==> run_1/clock_nets.png <==
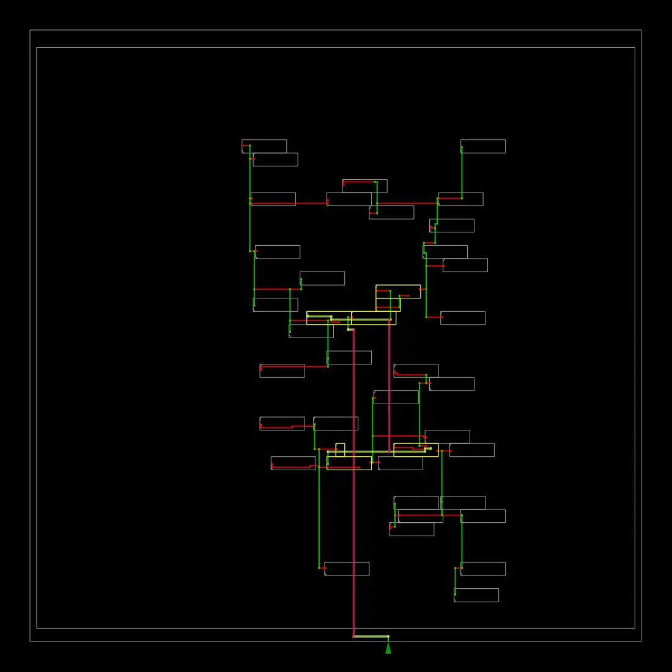
==> run_1/port_trees.png <==
(4 px per µm)
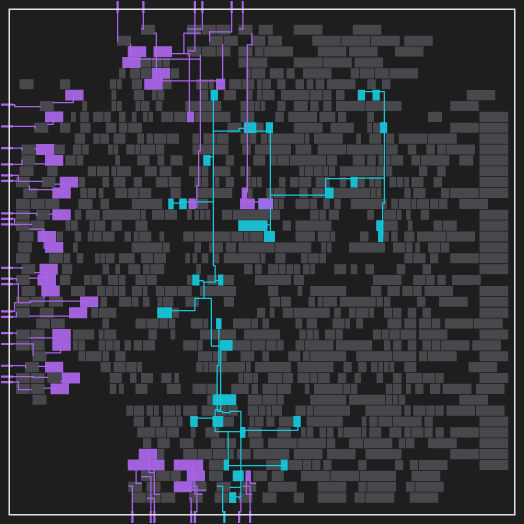
==> run_1/gates.png <==
(3 px per µm)
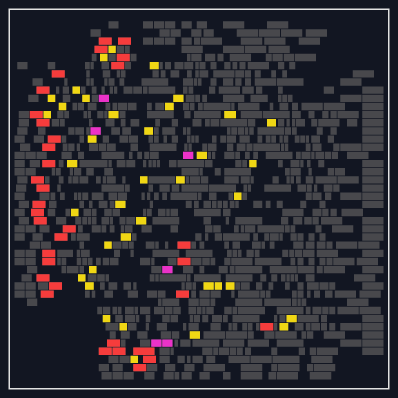
$ cat src/rtl/fetch_pc_sequencer.sv
// Program-counter owner and fetch sequencer for the MIPS front end.
// Optional `DELAY_SLOT_EN: honour the branch delay slot instead of flushing.
module fetch_pc_sequencer #(
    parameter logic [31:0] RESET_VECTOR = 32'h0000_0000
) (
    input  logic        clk,
    input  logic        rst_n,
    input  logic        stall,
    input  logic        halt_req,
    output logic        imem_req,
    output logic [31:0] imem_addr,
    input  logic        imem_ack,
    output logic        fetch_valid,
    output logic [31:0] fetch_pc,
    output logic [31:0] fetch_pc4,
    input  logic        redir_jr,
    input  logic [31:0] jr_target,
    input  logic        redir_j,
    input  logic [25:0] j_idx,
    input  logic        redir_br,
    input  logic [15:0] br_imm,
    input  logic [31:0] redir_pc4,
    output logic        flush,
    output logic        addr_err,
    output logic        halted
);

    typedef enum logic [1:0] {BOOT, FETCH, SLOT, HALTED} state_t;

    state_t      state_q, state_d;
    logic [31:0] pc_q, pc_d;
    logic        addr_err_q, addr_err_d;
    logic        active, accept, redir_any, misaligned;
    logic [31:0] pc4, target;

    assign active     = (state_q == FETCH) || (state_q == SLOT);
    assign accept     = active & imem_ack & ~stall;
    assign redir_any  = redir_jr | redir_j | redir_br;
    assign pc4        = pc_q + 32'd4;
    assign misaligned = |target[1:0];

    always_comb begin
        target = redir_pc4 + {{14{br_imm[15]}}, br_imm, 2'b00};
        if (redir_jr)
            target = jr_target;
        else if (redir_j)
            target = {redir_pc4[31:28], j_idx, 2'b00};
    end

`ifdef DELAY_SLOT_EN
    logic [31:0] tgt_q, tgt_d;

    // Redirect in SLOT is ignored: the delay slot is still outstanding.
    always_comb begin
        state_d    = state_q;
        pc_d       = pc_q;
        tgt_d      = tgt_q;
        addr_err_d = 1'b0;
        case (state_q)
            BOOT: state_d = FETCH;
            FETCH: begin
                if (redir_any && misaligned) begin
                    addr_err_d = 1'b1;
                    state_d    = HALTED;
                end else if (redir_any) begin
                    if (accept) begin
                        pc_d = target;
                    end else begin
                        tgt_d   = target;
                        state_d = SLOT;
                    end
                end else if (accept) begin
                    pc_d = pc4;
                end
                if (halt_req) state_d = HALTED;
            end
            SLOT: begin
                if (accept) begin
                    pc_d    = tgt_q;
                    state_d = FETCH;
                end
                if (halt_req) state_d = HALTED;
            end
            default: state_d = HALTED;
        endcase
    end

    always_ff @(posedge clk or negedge rst_n) begin
        if (!rst_n) tgt_q <= 32'd0;
        else        tgt_q <= tgt_d;
    end

    assign flush = 1'b0;
`else
    always_comb begin
        state_d    = state_q;
        pc_d       = pc_q;
        addr_err_d = 1'b0;
        case (state_q)
            BOOT: state_d = FETCH;
            FETCH: begin
                if (redir_any && misaligned) begin
                    addr_err_d = 1'b1;
                    state_d    = HALTED;
                end else if (redir_any) begin
                    pc_d = target;
                end else if (accept) begin
                    pc_d = pc4;
                end
                if (halt_req) state_d = HALTED;
            end
            default: state_d = HALTED;
        endcase
    end

    // The instruction fetched alongside a redirect is on the wrong path.
    assign flush = redir_any & (state_q == FETCH);
`endif

    always_ff @(posedge clk or negedge rst_n) begin
        if (!rst_n) begin
            state_q    <= BOOT;
            pc_q       <= RESET_VECTOR;
            addr_err_q <= 1'b0;
        end else begin
            state_q    <= state_d;
            pc_q       <= pc_d;
            addr_err_q <= addr_err_d;
        end
    end

    assign imem_req    = active;
    assign imem_addr   = active ? pc_q : 32'd0;
    assign fetch_valid = accept;
    assign fetch_pc    = active ? pc_q : 32'd0;
    assign fetch_pc4   = active ? pc4 : 32'd0;
    assign addr_err    = addr_err_q;
    assign halted      = (state_q == HALTED);

endmodule

$ cat config.mk
export PLATFORM = sky130hd
export DESIGN_NAME = fetch_pc_sequencer
export DESIGN_NICKNAME = d
export VERILOG_FILES = /design/src/rtl/fetch_pc_sequencer.sv
export SDC_FILE = /design/constraint.sdc
export NUM_CORES = 1
export LEC_CHECK = 0
export CAP_MARGIN = 20
export CELL_PAD_IN_SITES_DETAIL_PLACEMENT = 0
export CELL_PAD_IN_SITES_GLOBAL_PLACEMENT = 1
export CORE_UTILIZATION = 34
export CTS_CLUSTER_SIZE = 14
export DETAILED_ROUTE_END_ITERATION = 8
export PLACE_DENSITY = 0.87
export SLEW_MARGIN = 0
export SYNTH_ARGS = -nofsm -noshare
export SYNTH_HDL_FRONTEND = slang
export SYNTH_SLANG_ARGS = --single-unit
$ cat constraint.sdc
create_clock -name clk -period 3.85 [get_ports clk]
set_clock_uncertainty 0.05 [all_clocks]
set_input_delay 0.77 -clock clk [delete_from_list [all_inputs] [get_ports clk]]
set_output_delay 0.77 -clock clk [all_outputs]
set_load 0.1 [all_outputs]
==> metrics.cfg, run 1 <==
[timing]
finalWorstPathRequiredPeriod_ns=3.55
worst_pin_slew_ns=1.01
slew-limit-headroom=0.325
report.final.hold_viol_count=0
setup-tns-final_ns=0
rsz_0062_raised_after_global_routing=no

[synth]
synth_stat.cells=690
yosys_register_bits=35
synth_cell_type_count=85
synthesis.yosys.warnings=0
netlist_instances=690
area_leaders=sky130_fd_sc_hd__dfrtp_1 (17%), sky130_fd_sc_hd__and2_1 (7.9%), sky130_fd_sc_hd__ha_1 (7.9%)
synth-xor-area-share=0.0869

[route]
ant_nets=0
route.detailed.wl_per_inst_um=17.2
drt_pre_antenna_iters=5

[setup_path]
required_ns=3.03
worstPathBufferInverterCount=2
cpLargestDelayFamily=simple AND/OR/NAND/NOR gates
cpMaxStageDelayCell=sky130_fd_sc_hd__dfrtp_1
worstReg2RegStart=state_q[0]
crit_path_cell_chain=ha_1, nand4_1, nor3_4, buf_4, and2_1, nand4_1, xnor2_1, and2_1, buf_12

[pwr]
p_leak_nw=3.60
power.sequential.total_mw=0.368
power.share.clock=0.314
power.share.switching=0.317

[outcome]
result_of_the_run=finished, final reports clean

[final_layout]
layout_stage_area_growth_over_the_synthesis_result_pct=61.4
mostFrequentLayoutCells=sky130_fd_sc_hd__clkdlybuf4s50_1 (115), sky130_fd_sc_hd__buf_12 (98), sky130_fd_sc_hd__a21oi_1 (68)
post_route_cells_drive_above_1_share=0.193
final_core_util=0.572

[clock_tree]
post_cts_setup_inserts=0
tritoncts_num_sinks=35

[min_path]
min_path_type=reg -> reg
hold_path_depth=1

[floorplan]
fp-row-count=44

[global_routing]
grt_busiest_layer=met2
antenna_found_initial=2
globalRouteOverflowTotal=0
grt_pass1_vias=5521
grt.met1_usage=0.317

[place]
gpl.final_weighted_congestion=0.884

[flow_run]
drv_cap=0

## Picture notes: clock_nets.png
clk_lat worst skew: 0.28 ns
number of clock buffers in the layout: 6
final sequential cell count: 35
total clock network power: 0.404 mW

## Picture notes: port_trees.png
Purple is redir_pc4, direction input, edge 19 west, 7 south, 6 north, end cells 37, buffers 32, wire 530 µm. Cyan is redir_jr, direction input, edge south, end cells 31, buffers 2, wire 361 µm.
ports placed on the boundary: 215
Port Buffer Count: 214

## Picture notes: gates.png
Yellow is non-inverting ao/oa cells, cells 38, most used a21o_1. Red is fa/ha/maj cells, cells 34, most used ha_1. Magenta is mux cells, cells 6, most used mux2i_1.
highest-count logic cell in the final layout: sky130_fd_sc_hd__clkdlybuf4s50_1
combinational share of cell area: 0.454

==> inputs of run 2 (changes only) <==
--- a/config.mk
+++ b/config.mk
@@ -8,10 +8,12 @@
 export CAP_MARGIN = 20
 export CELL_PAD_IN_SITES_DETAIL_PLACEMENT = 0
 export CELL_PAD_IN_SITES_GLOBAL_PLACEMENT = 1
+export CORE_MARGIN = 4
 export CORE_UTILIZATION = 34
 export CTS_CLUSTER_SIZE = 14
 export DETAILED_ROUTE_END_ITERATION = 8
 export PLACE_DENSITY = 0.87
+export SKIP_CTS_REPAIR_TIMING = 1
 export SLEW_MARGIN = 0
 export SYNTH_ARGS = -nofsm -noshare
 export SYNTH_HDL_FRONTEND = slang
==> run 2 against run 1 <==
  * Synthesized area stayed put
  * Sequential share of layout area hardly changed
  * Maximum frequency is 1.2% lower
  * First-iteration DRC count is 16% lower
  * Via count is 1.3% lower
  * Worst setup slack worse by 0.043 ns
  * Global-route usage is 2.3 points lower
  * Cell area hardly changed
  * Flip-flop count stayed put
  * Routed wire length is 2.8% higher
  * Die size is 9.8% higher
  * Clock power is 2% higher
  * Largest cell class unchanged
  * Largest power group unchanged
==> metrics.cfg, run 2 <==
[synth]
netlist_instances=690  ; unchanged
synth-xor-area-share=0.0869  ; unchanged
synthesis.yosys.warnings=0  ; unchanged
yosys_register_bits=35  ; unchanged
synth_cell_type_count=85  ; unchanged
dominant_synthesized_flop_cell=sky130_fd_sc_hd__dfrtp_1  ; unchanged
synth_stat.cells=690  ; unchanged

[place]
gpl.final_weighted_congestion=0.940  ; was 0.884
port_buffers=214  ; unchanged

[setup_path]
critical_path_arrival_ns=2.77  ; was 2.73 ns
worstPathBufferInverterCount=2  ; unchanged
cpMaxStageDelayCell=sky130_fd_sc_hd__dfrtp_1  ; unchanged
required_ns=3.03  ; about the same
worstReg2RegStart=state_q[0]  ; unchanged
critical_path.startpoint=pc_q[2]  ; unchanged
cpLargestDelayFamily=simple AND/OR/NAND/NOR gates  ; unchanged

[pwr]
pg_clk_mw=0.412  ; was 0.404 mW
power.share.clock=0.319  ; was 0.314
power.share.switching=0.320  ; was 0.317
power.sequential.total_mw=0.368  ; about the same
p_leak_nw=3.60  ; about the same

[global_routing]
grt.met1_usage=0.277  ; was 0.317
grt_pass1_vias=5601  ; was 5521
grt_busiest_layer=met2  ; unchanged
antenna_found_initial=2  ; unchanged
globalRouteOverflowTotal=0  ; unchanged

[timing]
slew-limit-headroom=0.339  ; was 0.325
finalWorstPathRequiredPeriod_ns=3.59  ; was 3.55 ns
report.final.hold_viol_count=0  ; unchanged
worst_pin_slew_ns=0.989  ; was 1.01 ns

[floorplan]
fp-row-count=45  ; was 44
io-pin-count=215  ; unchanged

[flow_run]
drv_cap=0  ; unchanged

[final_layout]
seq_cells=35  ; unchanged
layout_top_cell=sky130_fd_sc_hd__clkdlybuf4s50_1  ; unchanged
mostFrequentLayoutCells=sky130_fd_sc_hd__clkdlybuf4s50_1 (114), sky130_fd_sc_hd__buf_12 (99), sky130_fd_sc_hd__a21oi_1 (68)  ; was sky130_fd_sc_hd__clkdlybuf4s50_1 (115), sky130_fd_sc_hd__buf_12 (98), sky130_fd_sc_hd__a21oi_1 (68)
layout.clock_buffers=6  ; unchanged
post_route_cells_drive_above_1_share=0.193  ; about the same
layout_stage_area_growth_over_the_synthesis_result_pct=61.5  ; was 61.4%
final_core_util=0.557  ; was 0.572

[outcome]
result_of_the_run=finished, final reports clean  ; unchanged

[min_path]
min_path_type=reg -> reg  ; unchanged

[clock_tree]
worst_skew_pair.late_latency_ns=0.28  ; about the same
tritoncts_num_sinks=35  ; unchanged

==> run_2/port_trees.png <==
(4 px per µm)
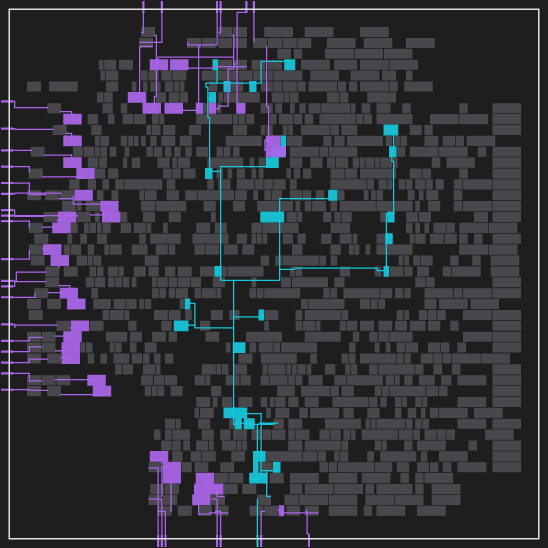
Cyan is redir_jr, direction input, edge south, end cells 31, buffers 2, wire 368 µm. Purple is redir_pc4, direction input, edge 19 west, 7 south, 6 north, end cells 37, buffers 32, wire 638 µm.

==> run_2/layers.png <==
(3 px per µm)
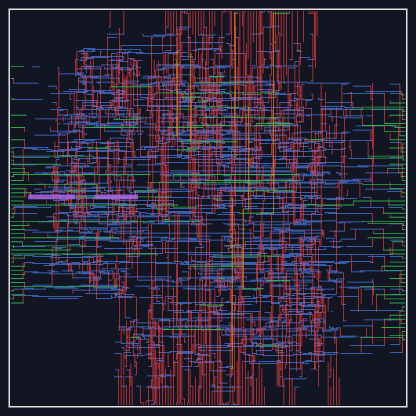
Green is M3, wire length 1450 µm. Red is M2, wire length 8560 µm. Purple is M5, wire length 26.7 µm. Orange is M4, wire length 296 µm. Blue is M1, wire length 8170 µm.
total routing resource utilization after global routing: 0.206
Final Routed Wirelength: 18500 µm
routed len/inst: 17.6 µm
total number of vias: 5609

==> run_2/gates.png <==
(3 px per µm)
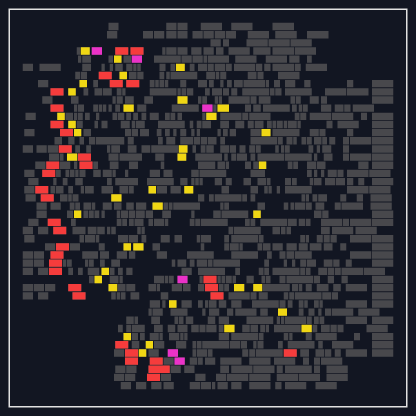
Red is fa/ha/maj cells, cells 34, most used ha_1. Magenta is mux cells, cells 6, most used mux2i_1. Yellow is non-inverting ao/oa cells, cells 38, most used a21o_1.
combinational share of cell area: 0.454
filler-free cell count of the finished design: 1052

Power and IR drop assume default switching activity.
